## src/rtl/rom_arbiter.sv

```systemverilog
// Two-requester arbiter (instruction cache / data port) sharing one ROM read port.
// Grant to completion takes N+3 cycles for an N-cycle ROM busy; the loser and all waiting requesters see busy=1.
module rom_arbiter #(
  parameter bit FIXED_PRIORITY = 1'b0,
  parameter int TIMEOUT        = 255
) (
  input  logic        clock,
  input  logic        reset,
  input  logic        ic_enable,
  input  logic [63:0] ic_addr,
  output logic [63:0] ic_data,
  output logic        ic_busy,
  input  logic        dp_enable,
  input  logic [63:0] dp_addr,
  output logic [63:0] dp_data,
  output logic        dp_busy,
  output logic        mem_enable,
  output logic [63:0] mem_addr,
  input  logic [63:0] mem_data,
  input  logic        mem_busy,
  output logic        mem_error
);

  localparam int CW = $clog2(TIMEOUT + 1);
  localparam logic OWN_IC = 1'b0;
  localparam logic OWN_DP = 1'b1;

  typedef enum logic [1:0] {IDLE = 2'd0, ISSUE = 2'd1, WAIT = 2'd2, DONE = 2'd3} state_t;

  state_t        state;
  state_t        next_state;
  logic          owner;
  logic          last_owner;
  logic [CW-1:0] count;
  logic          grant_dp;
  logic          timeout_hit;

  assign timeout_hit = (count == CW'(TIMEOUT));

  // Round-robin hands a tie to whoever was not served last.
  always_comb begin
    grant_dp = dp_enable;
    if (ic_enable && dp_enable) begin
      grant_dp = FIXED_PRIORITY ? 1'b0 : (last_owner == OWN_IC);
    end
  end

  always_ff @(posedge clock or posedge reset) begin
    if (reset) begin
      state <= IDLE;
    end else begin
      state <= next_state;
    end
  end

  always_comb begin
    next_state = state;
    case (state)
      IDLE:    if (ic_enable || dp_enable) next_state = ISSUE;
      ISSUE:   next_state = WAIT;
      WAIT:    if (!mem_busy || timeout_hit) next_state = DONE;
      DONE:    next_state = IDLE;
      default: next_state = IDLE;
    endcase
  end

  always_comb begin
    mem_enable = (state == ISSUE);
    ic_busy    = ic_enable && !((state == DONE) && (owner == OWN_IC));
    dp_busy    = dp_enable && !((state == DONE) && (owner == OWN_DP));
  end

  always_ff @(posedge clock or posedge reset) begin
    if (reset) begin
      owner      <= OWN_IC;
      last_owner <= OWN_DP;
      mem_addr   <= '0;
      count      <= '0;
      ic_data    <= '0;
      dp_data    <= '0;
      mem_error  <= 1'b0;
    end else begin
      mem_error <= 1'b0;
      case (state)
        IDLE: begin
          if (ic_enable || dp_enable) begin
            owner    <= grant_dp;
            mem_addr <= grant_dp ? dp_addr : ic_addr;
          end
        end
        ISSUE: count <= '0;
        WAIT: begin
          // A response arriving on the timeout cycle still counts as data.
          if (!mem_busy) begin
            if (owner == OWN_DP) dp_data <= mem_data;
            else                 ic_data <= mem_data;
          end else if (timeout_hit) begin
            if (owner == OWN_DP) dp_data <= '0;
            else                 ic_data <= '0;
            mem_error <= 1'b1;
          end else begin
            count <= count + CW'(1);
          end
        end
        DONE:    last_owner <= owner;
        default: ;
      endcase
    end
  end

endmodule
```

## config.mk

```make
export PLATFORM = sky130hd
export DESIGN_NAME = rom_arbiter
export DESIGN_NICKNAME = d
export VERILOG_FILES = /design/src/rtl/rom_arbiter.sv
export SDC_FILE = /design/constraint.sdc
export NUM_CORES = 1
export LEC_CHECK = 0
export ABC_AREA = 0
export CAP_MARGIN = 20
export CORE_AREA = 2 2 154 156
export DETAILED_ROUTE_END_ITERATION = 10
export DIE_AREA = 0 0 156 158
export PLACE_DENSITY = 0.78
export SLEW_MARGIN = 10
export SYNTH_ARGS = -nofsm -noshare
export SYNTH_HDL_FRONTEND = slang
export SYNTH_SLANG_ARGS = --single-unit
```

## constraint.sdc

```tcl
create_clock -name clock -period 8.6 [get_ports clock]
set_input_delay 1.72 -clock clock [delete_from_list [all_inputs] [get_ports clock]]
set_output_delay 1.72 -clock clock [all_outputs]
set_load 0.005 [all_outputs]
```

==> run_results.csv, run 1 <==
group,metric,value,unit
setup_path,worstSetupEndpointType,"output pin",
logic_synthesis,synthArstFlopShare,1.00,
final_timing,finClkSkew,12.0,ps
clock_network,cts.clk_slew.worst_paths,60,ps
clock_network,clk_path_buf_depth,3,
placement,portBuffers,392,
power,power_density,348,nW/µm²
setup_path,rrSetupSlack,5920,ps
detailed_routing,drc,0,
logic_synthesis,syn_nets,849,
clock_network,cts-root-buf,"clkbuf_16",
finish,final_cells,1326,
floorplanning,fp-utilization,0.358,
final_timing,setup_violations,0,
clock_network,cts_hold_buf,0,
floorplanning,die_x,156,µm
hold_path,worstHoldPathCells,2,
logic_synthesis,avgSynthCellArea,12.8,µm²
setup_path,reg2regPathDepth,7,
final_timing,post-route-period-util,0.572,
finish,mostFrequentLayoutCells,"clkdlybuf4s50_1, dfrtp_1, a22o_1",
floorplanning,ioPinCount,393,
placement,pre_cts_ws,3710,ps
clock_network,cts_tree,"done",
global_routing,overflow,0,
detailed_routing,dr.first_iter.drc_count,399,
setup_path,r2r_start,"state[0]",
setup_path,critPathMaxFanout,4,
floorplanning,die_area,24600,µm²
outcome,outcome,"finished, final reports clean",
setup_path,critPathLaunchType,"input pin",
detailed_routing,ant_nets,0,
global_routing,top_usage_layer,"met2",
global_routing,grt_antenna_before_repair,0,
global_routing,grt.total_usage,0.193,
clock_network,cts.sinks,205,
hold_path,hold_start,"mem_addr[50]",
global_routing,gr-usage-met2,0.346,
placement,dp.cells,1285,
finish,logic_area,2860,µm²
floorplanning,row_count,56,
global_routing,globalRouteMet1Util,0.229,
job,maxCapViolCount,0,
clock_network,post-cts-setup-buffer-count,0,
detailed_routing,wirelength,25.1,mm
placement,hpwlAfterDp,17.7,mm
final_timing,drv_slew,0,
final_timing,clock.fmax,0.203,GHz
logic_synthesis,synthCells,646,
logic_synthesis,yosysWarnings,0,
final_timing,worst_pin_slew,1020,ps
hold_path,min_to,"mem_addr[50]",
clock_network,numCtsBuffers,23,
power,ir_drop,0.000217,V
detailed_routing,post_drt_wl_per_cell,18.9,µm
global_routing,grt_pass1_wl,37.5,mm
logic_synthesis,yosysChipArea,8250,µm²
logic_synthesis,synth.distinct_cells,45,
hold_path,hold_class,"flip-flop to flip-flop",
finish,final_nets,1223,
final_timing,rsz0062_at_grt,"false",
clock_network,clock_latency,500,ps
clock_network,cts_max_level,1,
final_timing,fin_setup_tns,0,ps
global_routing,grt_pass1_vias,6777,
setup_path,cp.arrival,3200,ps
final_timing,hold_viol,0,
placement,finalWeightedCongestion,0.792,
setup_path,critical_path_class,"input pin to output pin",
final_timing,relSlewSlack,0.318,
finish,lay_top_count,"clkdlybuf4s50_1",
clock_network,cts_resized,0,
final_timing,worst_slack,3680,ps
logic_synthesis,syn_area,8250,µm²
detailed_routing,vias,6758,
global_routing,grtUsageMet3,0.0479,
logic_synthesis,ys_ff,205,
finish,register_area,5130,µm²
finish,n_fill_cell,1927,
logic_synthesis,synth.yosys.seq_area_share,0.622,
logic_synthesis,edf_count,0,
finish,num_antenna_cells,0,
logic_synthesis,ff_type,"dfrtp_1",
finish,drive_gt1_frac,0.0541,
finish,syn_to_final_growth,59.5,%
detailed_routing,viasPerCell,5.10,
floorplanning,die_y,158,µm
final_timing,min_period,4920,ps
setup_path,r2r_end,"ic_data[32]",
floorplanning,coreArea,23100,µm²
global_routing,grt_max_degree,132,
logic_synthesis,yosys_cells,646,
power,power_leakage,5.72,nW
job,warnings,34,
setup_path,critPathRequiredTime,6880,ps
detailed_routing,dr.pass1.iters,4,
-- run 1: area by class of cell --
class,instances,area share
Sequential cell,205,0.390
Timing Repair Buffer,398,0.302
Multi-Input combinational cell,385,0.217
Clock buffer,29,0.0470
Tap cell,290,0.0276
Clock inverter,12,0.0146
Inverter,7,0.00257
-- run 1: metrics by stage --
step | power, mW | util | area [µm²] | hold slack [ps]
finish | 4.58 | 0.571 | 13200 | 475
detailed placement | 3.56 | 0.536 | 12400 | 469
global route | 4.85 | 0.571 | 13200 | 507
CTS | 4.62 | 0.571 | 13200 | 482
global placement | 3.50 | 0.536 | 12400 | 461
floorplan | 2.38 | - | 8250 | 473
-- run 1: Yosys cell counts, types with 2 or more instances --
library cell | count | share of area
nand2_1 | 69 | 0.031
o21ai_1 | 22 | 0.013
inv_1 | 7 | 0.0032
buf_6 | 6 | 0.0082
a31oi_1 | 2 | 0.0015
buf_2 | 23 | 0.014
o21ai_0 | 47 | 0.029
nand3_1 | 5 | 0.0030
mux2i_1 | 65 | 0.079
buf_4 | 4 | 0.0036
clkbuf_1 | 15 | 0.0068
a21boi_0 | 2 | 0.0018
nor3_1 | 2 | 0.0012
ha_1 | 6 | 0.0091
dfrtp_1 | 204 | 0.62
a21oi_1 | 6 | 0.0036
nor3_2 | 2 | 0.0024
a22o_1 | 129 | 0.14
and3_1 | 2 | 0.0015
o41ai_1 | 2 | 0.0021
nor2_1 | 2 | 0.00091
-- run 1: cells by family (layout without fill, tap and decap cells) --
| logic type | after synthesis | after routing | share of synthesized area |
|---|---|---|---|
| mux | 66 | 66 | 0.0802 |
| buf+inv | 56 | 446 | 0.0362 |
| compound gates | 220 | 220 | 0.199 |
| flops | 205 | 205 | 0.622 |
| simple gates | 93 | 93 | 0.0531 |
| fa+ha+maj | 6 | 6 | 0.00910 |
-- run 1: critical path, stage by stage --
cell and delay [ps]:
clkdlybuf4s50_1 600, a21boi_0 290, clkdlybuf4s50_1 580
-- run 1: flip-flops by register name, summed over array words and instances, names as in the netlist --
register and flops:
mem_error 1, last_owner 1, ic_data 64, owner 1, mem_addr 64, count 8, dp_data 64, state 2
-- run 1: where the power goes --
group / internal, mW / switching [mW] / total (mW)
combinational: 1.15 / 0.728 / 1.88
sequential: 1.40 / 0.247 / 1.65
clock: 0.658 / 0.388 / 1.05
total: 3.21 / 1.36 / 4.58
-- run 1: worst max-delay path by stage --
stage	endpoint	start	slack, ps	cells past startpoint
after floorplan	count[0]	reset	1290	1
after global placement	ic_busy	ic_enable	3830	3
after global routing	ic_busy	ic_enable	3630	3
after detailed placement	ic_busy	ic_enable	3710	3
after CTS	ic_busy	ic_enable	3710	3
final	ic_busy	ic_enable	3680	3
-- run 1: routing by layer --
| metal | up-vias | part of all wire |
|---|---|---|
| met5 | - | 0 |
| met3 | 47 | 0.086 |
| li1 | 3147 | - |
| met1 | 3245 | 0.38 |
| met2 | 319 | 0.51 |
| met4 | 0 | 0.024 |
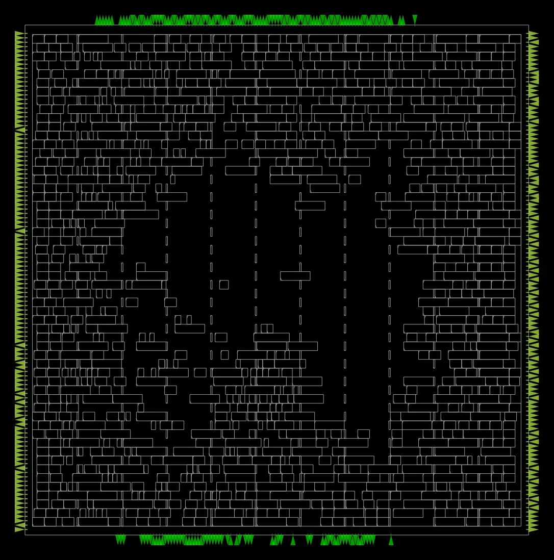
Run 1: placed standard cells
post-layout utilization of the core: 0.571
Tap Count: 290

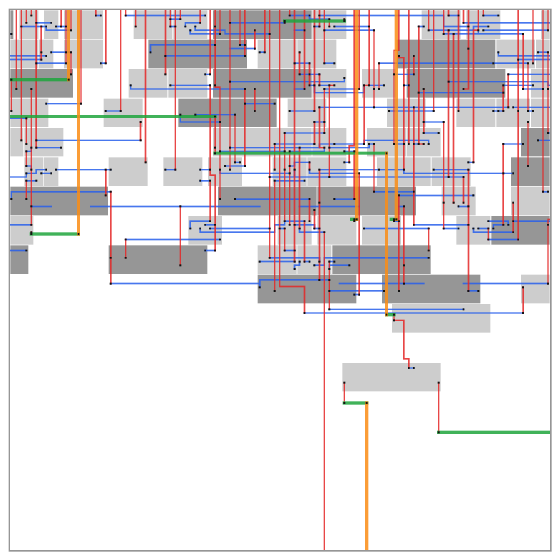
Run 1: a small window of the routed layout
Window x 53 to 103, y 86 to 136 µm. Cells in grey, sequential cells in the stronger grey; small squares are vias.
| layer | colour |
|---|---|
| metal 3 | green |
| metal 4 | orange |
| metal 2 | red |
| metal 1 | blue |
sequential cells in the window: 15
netlist names of flops here include: ic_data (7), dp_data (6), mem_addr (2)
most frequent: clkdlybuf4s50_1 (26), a22o_1 (16), dfrtp_1 (15)
cells with their middle in the window: 67

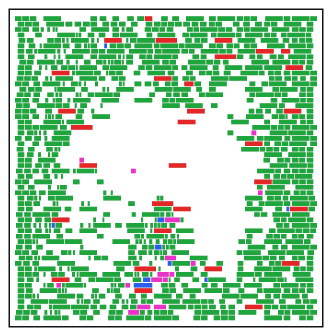
Run 1: sizing map
(2 px per µm)
| size | colour | cells |
|---|---|---|
| _0 and _1 cells | green | 980 |
| _2 cells | blue | 9 |
| _6 and larger | red | 31 |
| _3 and _4 cells | magenta | 16 |

Run 1, power grid:
(3 px per µm) Pins as bars on the die edge.
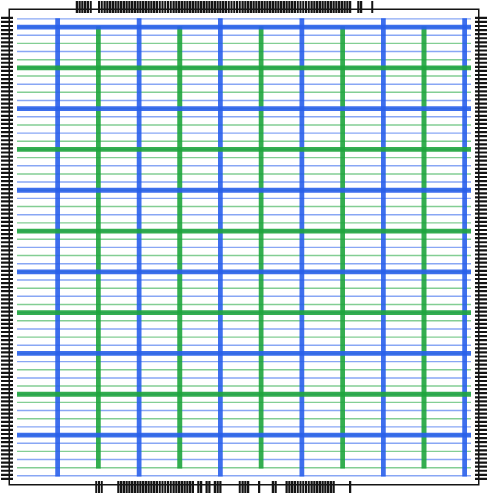

## Run 2: what changed since run 1
Settings changed: CORE_AREA 2 2 154 156 to not set, CORE_ASPECT_RATIO set to 2, CORE_MARGIN set to 2, CORE_UTILIZATION set to 37, DIE_AREA 0 0 156 158 to not set, PLACE_DENSITY 0.78 to 0.83.
Clock period 8.6 ns to 4.14 ns, I/O delays scaled along.
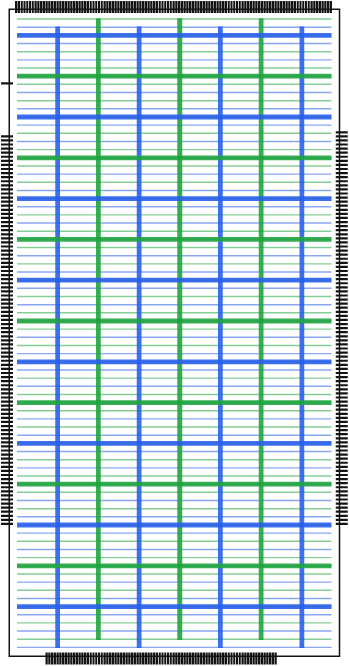
Run 2: power grid
(3 px per µm) Pins as bars on the die edge.
| net | colour |
|---|---|
| VDD | green |
| VSS | blue |
signal pins: 393
met4 straps: 7
rows: 77
core area: 22000 µm²
Die Ht: 215 µm
width of the die: 110 µm
peak supply drop: 0.000476 V

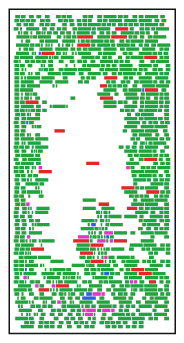
Run 2: sizing map
(1.5 px per µm)
| size | colour | cells |
|---|---|---|
| _0 and _1 cells | green | 978 |
| _6 and larger | red | 30 |
| _2 cells | blue | 9 |
| _3 and _4 cells | magenta | 22 |
Non-CTS buffers: 406
final instance area: 13100 µm²
area grow syn2layout: 59.3%

==> run_results.csv, run 2 <==
group,metric,value,unit
logic_synthesis,synthArstFlopShare,1.00,
final_timing,hold_viol,0,
global_routing,globalRouteMet1Util,0.227,
logic_synthesis,yosys.area.top_type_share,0.619,
clock_network,cts_tree,"done",
finish,reg_top3,"dp_data (64), ic_data (64), mem_addr (64)",
global_routing,grt_antenna_before_repair,1,
logic_synthesis,yosysWarnings,0,
clock_network,clock_latency,500,ps
hold_path,hold_start,"mem_addr[44]",
global_routing,grt_max_degree,114,
setup_path,r2r_start,"state[0]",
logic_synthesis,common_cells,"dfrtp_1, a22o_1, nand2_1",
logic_synthesis,synth.distinct_cells,45,
finish,n_fill_cell,1735,
final_timing,clock.fmax,0.325,GHz
setup_path,critical_path_class,"input pin to output pin",
clock_network,cts.sinks,205,
logic_synthesis,edf_count,0,
logic_synthesis,syn_area,8250,µm²
clock_network,clk_path_buf_depth,3,
clock_network,cts-root-buf,"clkbuf_16",
finish,drive_gt1_frac,0.0587,
final_timing,min_period,3080,ps
detailed_routing,viasPerCell,5.22,
final_timing,relSlewSlack,0.444,
floorplanning,fp-utilization,0.376,
floorplanning,row_count,77,
finish,lay_top_count,"clkdlybuf4s50_1",
placement,portBuffers,392,
job,warnings,32,
power,power_leakage,5.72,nW
clock_network,cts_resized,0,
final_timing,rsz0062_at_grt,"false",
logic_synthesis,synth.yosys.seq_area_share,0.622,
global_routing,grt_pass1_wl,39.5,mm
clock_network,numCtsBuffers,20,
logic_synthesis,synthCells,646,
global_routing,grt.total_usage,0.215,
clock_network,cts_hold_buf,0,
final_timing,post-route-period-util,0.744,
global_routing,overflow,0,
logic_synthesis,avgSynthCellArea,12.8,µm²
job,maxCapViolCount,0,
hold_path,hold_class,"flip-flop to flip-flop",
global_routing,top_usage_layer,"met2",
placement,dp.cells,1279,
detailed_routing,wirelength,25.4,mm
finish,final_cells,1316,
global_routing,gr-usage-met2,0.399,
finish,mostFrequentLayoutCells,"clkdlybuf4s50_1, dfrtp_1, a22o_1",
setup_path,slowest_stage,"clkdlybuf4s50_1",
final_timing,finClkSkew,13.3,ps
logic_synthesis,yosysChipArea,8250,µm²
final_timing,fin_setup_tns,0,ps
clock_network,cts.clk_slew.worst_paths,60,ps
logic_synthesis,yosysTopAreaCell,"dfrtp_1",
setup_path,max_stage_delay,610,ps
final_timing,worst_pin_slew,834,ps
setup_path,crit_chain,"clkdlybuf4s50_1 > a21boi_0 > clkdlybuf4s50_1",
setup_path,critPathRequiredTime,3310,ps
setup_path,cp_common_cell,"clkdlybuf4s50_1",
logic_synthesis,synth.most_common_cell,"dfrtp_1",
clock_network,post-cts-setup-buffer-count,0,
global_routing,grtUsageMet3,0.0403,
logic_synthesis,ff_type,"dfrtp_1",
placement,finalWeightedCongestion,0.872,
logic_synthesis,yosys_cells,646,
setup_path,cp.arrival,2250,ps
detailed_routing,ant_nets,0,
finish,final_nets,1228,
outcome,outcome,"finished, final reports clean",
detailed_routing,post_drt_wl_per_cell,19.3,µm
clock_network,cts_max_level,1,
detailed_routing,dr.pass1.iters,4,
floorplanning,ioPinCount,393,
placement,hpwlAfterDp,18.6,mm
detailed_routing,drc,0,
final_timing,drv_slew,0,
global_routing,grt_pass1_vias,7151,
detailed_routing,vias,6864,
logic_synthesis,topCellsByArea,"dfrtp_1, a22o_1, mux2i_1",
final_timing,setup_violations,0,
logic_synthesis,syn_nets,849,
floorplanning,die_area,23600,µm²
setup_path,critPathMaxFanout,4,
setup_path,critPathLaunchType,"input pin",
setup_path,startpoint,"ic_enable",
detailed_routing,dr.first_iter.drc_count,395,
power,power_density,710,nW/µm²
setup_path,worstSetupEndpointType,"output pin",
logic_synthesis,ys_ff,205,
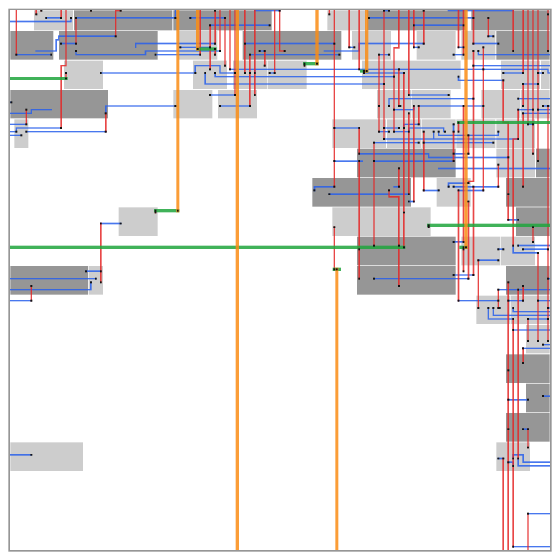
Run 2: a small window of the routed layout
Window x 30 to 80, y 126 to 176 µm. Cells in grey, sequential cells in the stronger grey; small squares are vias.

run 2: cell counts after synthesis:
No cell type changed its count.
run 2: per-layer routing:
layer,part of all wire,vias to the layer above
met3,0.069,53
met5,0,-
met1,0.34,3354
met2,0.56,307
li1,-,3150
met4,0.040,0
run 2: path summary, 6_finish.rpt:
| kind | end | slack (ps) | cells after the start |
|---|---|---|---|
| setup / recovery | ic_busy | 1060 | 3 |
| max in group asynchronous | ic_data[29] | 2590 | 3 |
| hold / removal | mem_addr[44] | 480 | 2 |
| min in group asynchronous | ic_data[55] | 710 | 2 |
| setup reg to reg | ic_data[40] | 1360 | 6 |
| hold reg to reg | mem_addr[44] | 480 | 2 |
run 2: kinds of logic after synthesis:
logic type | count (synthesis) | synth area share
AND-OR/OR-AND | 220 | 0.199
adder cells (fa/ha/maj) | 6 | 0.00910
buffers and inverters | 56 | 0.0362
flip-flops | 205 | 0.622
multiplexers | 66 | 0.0802
AND/OR/NAND/NOR | 93 | 0.0531
run 2: report_power, final:
group / internal (mW) / leakage, nW / switching [mW]
registers: 2.91 / 2.57 / 0.540
clock network: 1.15 / 0.334 / 0.789
logic: 2.42 / 2.82 / 1.52
run 2: per-stage QoR:
step                hold slack [ps]  setup slack [ps]  area, µm²   util  total power [mW]
floorplan                       473               655       8250      -              4.95
global placement                460              1100      12400  0.566              7.30
detailed placement              469              1040      12400  0.566              7.44
CTS                             484              1070      13100  0.598              9.44
global route                    502              1020      13100  0.598              9.89
finish                          478              1060      13100  0.598              9.33
run 2: critical path: cells and delay by family:
| kind | cells | cell delay, ps |
|---|---|---|
| AOI/OAI and AO/OA | 1 | 260 |
| buffers and inverters | 2 | 1170 |
run 2: layout make-up:
| cell class | instances | area (µm²) | share of cell area |
|---|---|---|---|
| Tap cell | 276 | 345 | 0.0263 |
| Antenna cell | 1 | 2.50 | 0.000190 |
| Sequential cell | 205 | 5130 | 0.390 |
| Clock inverter | 11 | 140 | 0.0107 |
| Multi-Input combinational cell | 385 | 2860 | 0.217 |
| Inverter | 7 | 30.0 | 0.00228 |
| Timing Repair Buffer | 406 | 4080 | 0.310 |
| Clock buffer | 25 | 561 | 0.0426 |
Run 2, routed metal per tile:
(2 px per µm) 11 x 22 tiles, from dark purple (low) to yellow (high), scaled to the fullest tile. Values are wire area over tile area, all layers added.
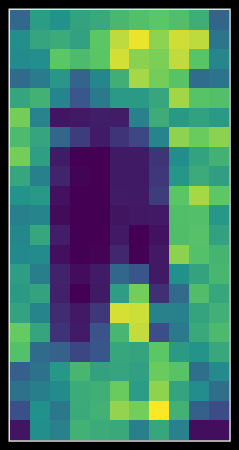

## Run 3: what changed since run 2
Clock period 4.14 ns to 2.52 ns, I/O delays scaled along.
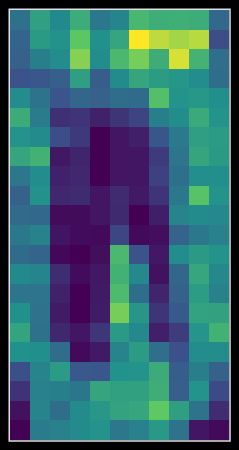
Run 3: routed metal per tile
(2 px per µm) 11 x 22 tiles, from dark purple (low) to yellow (high), scaled to the fullest tile. Values are wire area over tile area, all layers added.
densest ninth of the die: north-east
mean over tiles: 0.18
tiles over half the peak: 31%
nearly empty tiles: 3.3%
emptiest ninth of the die: centre
Total Routed Length: 25.2 mm
routed len/inst: 19.0 µm
via count: 6938
Total GRT Usage: 0.212

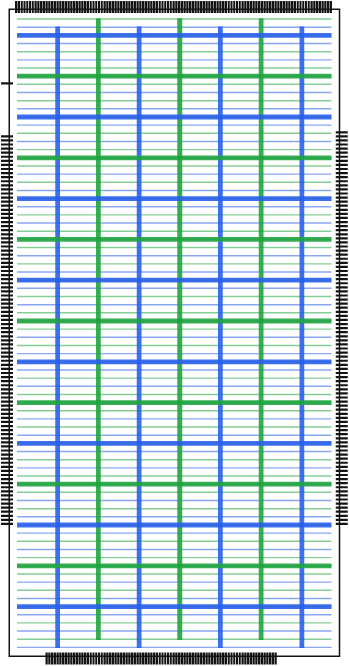
Run 3: power grid
(3 px per µm) Pins as bars on the die edge.
| net | colour |
|---|---|
| VDD | green |
| VSS | blue |
met5 straps: 15
met1 rails: 78
met4 straps: 7
rows: 77
signal pins: 393
peak supply drop: 0.000741 V

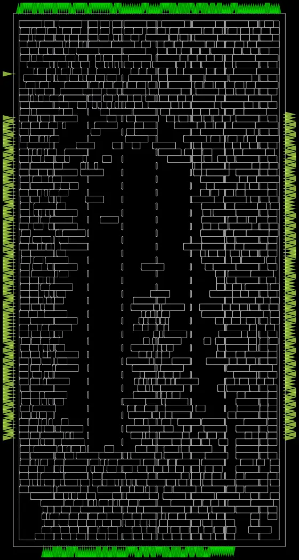
Run 3: placed standard cells
Seq Cell Count: 205
fin cells: 1325

==> run_results.csv, run 3 <==
group,metric,value,unit
outcome,outcome,"finished, final reports clean",
global_routing,grt_pass1_wl,39.2,mm
final_timing,hold_viol,0,
setup_path,reg2regPathDepth,7,
clock_network,cts.sinks,205,
detailed_routing,dr.pass1.iters,4,
final_timing,setup_violations,0,
finish,syn_to_final_growth,60.4,%
final_timing,rsz0062_at_grt,"false",
placement,dp.cells,1290,
job,warnings,31,
finish,drive_gt1_frac,0.0668,
logic_synthesis,topCellsByArea,"dfrtp_1, a22o_1, mux2i_1",
logic_synthesis,synthArstFlopShare,1.00,
logic_synthesis,yosysChipArea,8250,µm²
finish,n_fill_cell,1725,
final_timing,fin_setup_tns,0,ps
setup_path,critical_path_class,"flip-flop to output pin",
power,power_density,1150,nW/µm²
logic_synthesis,yosys.area.top_type_share,0.619,
final_timing,relSlewSlack,0.470,
logic_synthesis,yosys_cells,646,
floorplanning,ioPinCount,393,
final_timing,worst_pin_slew,795,ps
setup_path,critPathMaxFanout,4,
logic_synthesis,ys_ff,205,
logic_synthesis,ff_type,"dfrtp_1",
logic_synthesis,common_cells,"dfrtp_1, a22o_1, nand2_1",
detailed_routing,viasPerCell,5.24,
finish,final_nets,1238,
power,power_leakage,5.77,nW
finish,mostFrequentLayoutCells,"clkdlybuf4s50_1, dfrtp_1, a22o_1",
setup_path,cp.arrival,1880,ps
logic_synthesis,synthCells,646,
final_timing,clock.fmax,0.420,GHz
setup_path,setup.worst_path.end,"ic_busy",
clock_network,cts-root-buf,"clkbuf_16",
finish,reg_top3,"dp_data (64), ic_data (64), mem_addr (64)",
final_timing,min_period,2380,ps
finish,fin_util,0.603,
logic_synthesis,yosysWarnings,0,
detailed_routing,drc,0,
logic_synthesis,synth.most_common_cell,"dfrtp_1",
setup_path,r2r_end,"ic_data[1]",
final_timing,post-route-period-util,0.946,
detailed_routing,ant_nets,0,
setup_path,critPathRequiredTime,2020,ps
floorplanning,die_x,110,µm
placement,hpwlAfterDp,18.5,mm
setup_path,r2r_start,"state[0]",
floorplanning,fp-utilization,0.376,
clock_network,post-cts-setup-buffer-count,0,
clock_network,numCtsBuffers,19,
clock_network,cts_tree,"done",
floorplanning,row_count,77,
hold_path,hold_class,"input pin to asynchronous set/reset pin",
final_timing,hold_slack,360,ps
logic_synthesis,edf_count,0,
setup_path,rrSetupSlack,370,ps
job,maxCapViolCount,0,
placement,finalWeightedCongestion,0.872,
placement,place_area,12600,µm²
logic_synthesis,yosysTopAreaCell,"dfrtp_1",
logic_synthesis,synth.distinct_cells,45,
detailed_routing,dr.first_iter.drc_count,431,
final_timing,drv_slew,0,
logic_synthesis,avgSynthCellArea,12.8,µm²
global_routing,grt_max_degree,72,
floorplanning,coreArea,22000,µm²
clock_network,cts_max_level,1,
clock_network,clk_path_buf_depth,3,
finish,lay_top_count,"clkdlybuf4s50_1",
final_timing,finClkSkew,25.4,ps
clock_network,clock_latency,500,ps
setup_path,critPathLaunchType,"flip-flop",
run 3: cell count changes in the layout (fill, tap and decap cells not counted), moves of 2 or more:
| cell | before | now |
|---|---|---|
| clkbuf_16 | 21 | 19 |
| clkinvlp_4 | 5 | 2 |
| buf_4 | 10 | 16 |
| clkbuf_8 | 2 | 5 |
| buf_12 | 4 | 9 |
run 3: layout make-up:
| type | count | area [µm²] | share of cell area |
|---|---|---|---|
| Inverter | 7 | 30.0 | 0.00227 |
| Sequential cell | 205 | 5130 | 0.388 |
| Tap cell | 276 | 345 | 0.0261 |
| Clock buffer | 27 | 556 | 0.0420 |
| Clock inverter | 7 | 91.3 | 0.00690 |
| Multi-Input combinational cell | 385 | 2860 | 0.216 |
| Antenna cell | 1 | 2.50 | 0.000189 |
| Timing Repair Buffer | 417 | 4220 | 0.319 |
run 3: power breakdown:
| part | internal (mW) | total, mW | switching, mW |
|---|---|---|---|
| Combinational | 4.07 | 6.58 | 2.51 |
| Sequential | 4.79 | 5.64 | 0.854 |
| Clock | 1.75 | 2.98 | 1.23 |
run 3: kinds of logic after synthesis:
kind of cell,Yosys count,share of synthesized area
and+or+nand+nor,93,0.0531
adders and majority gates,6,0.00910
muxes,66,0.0802
buffers and inverters,56,0.0362
DFF,205,0.622
AOI/OAI and AO/OA,220,0.199
run 3: through the flow:
step,power [mW],worst slack (ps)
5_1_grt,16.1,27.2
3_3_place_gp,12.1,196
6_report,15.2,137
2_1_floorplan,8.14,-641
3_5_place_dp,12.3,177
4_1_cts,15.4,44.0
run 3: worst min path at each step:
stage | from | endpoint | slack, ps
after CTS | reset | ic_data[6] | 340
after detailed placement | mem_addr[25] | mem_addr[25] | 470
after floorplan | mem_addr[0] | mem_addr[0] | 470
after global placement | mem_addr[31] | mem_addr[31] | 460
final | reset | ic_data[6] | 360
after global routing | reset | ic_data[6] | 370
run 3: what timing repair did:
action                                  4_1_cts  5_1_grt
endpoints found under the setup margin        1        1
hold buffers                                  0        0
gates resized                                 1        1
run 3: per-layer routing:
layer  part of all wire  vias up  GRT usage
li1                   -     3179          -
met1               0.34     3380      0.224
met2               0.55      316      0.388
met3              0.071       63     0.0440
met4              0.045        0     0.0996
met5                  0        -          0
run 3: critical path, stage by stage (launching register included):
cell             delay (ps)
dfrtp_1                 410
ha_1                    250
a21boi_1                200
clkdlybuf4s50_1         540
Power and IR drop assume default switching activity.
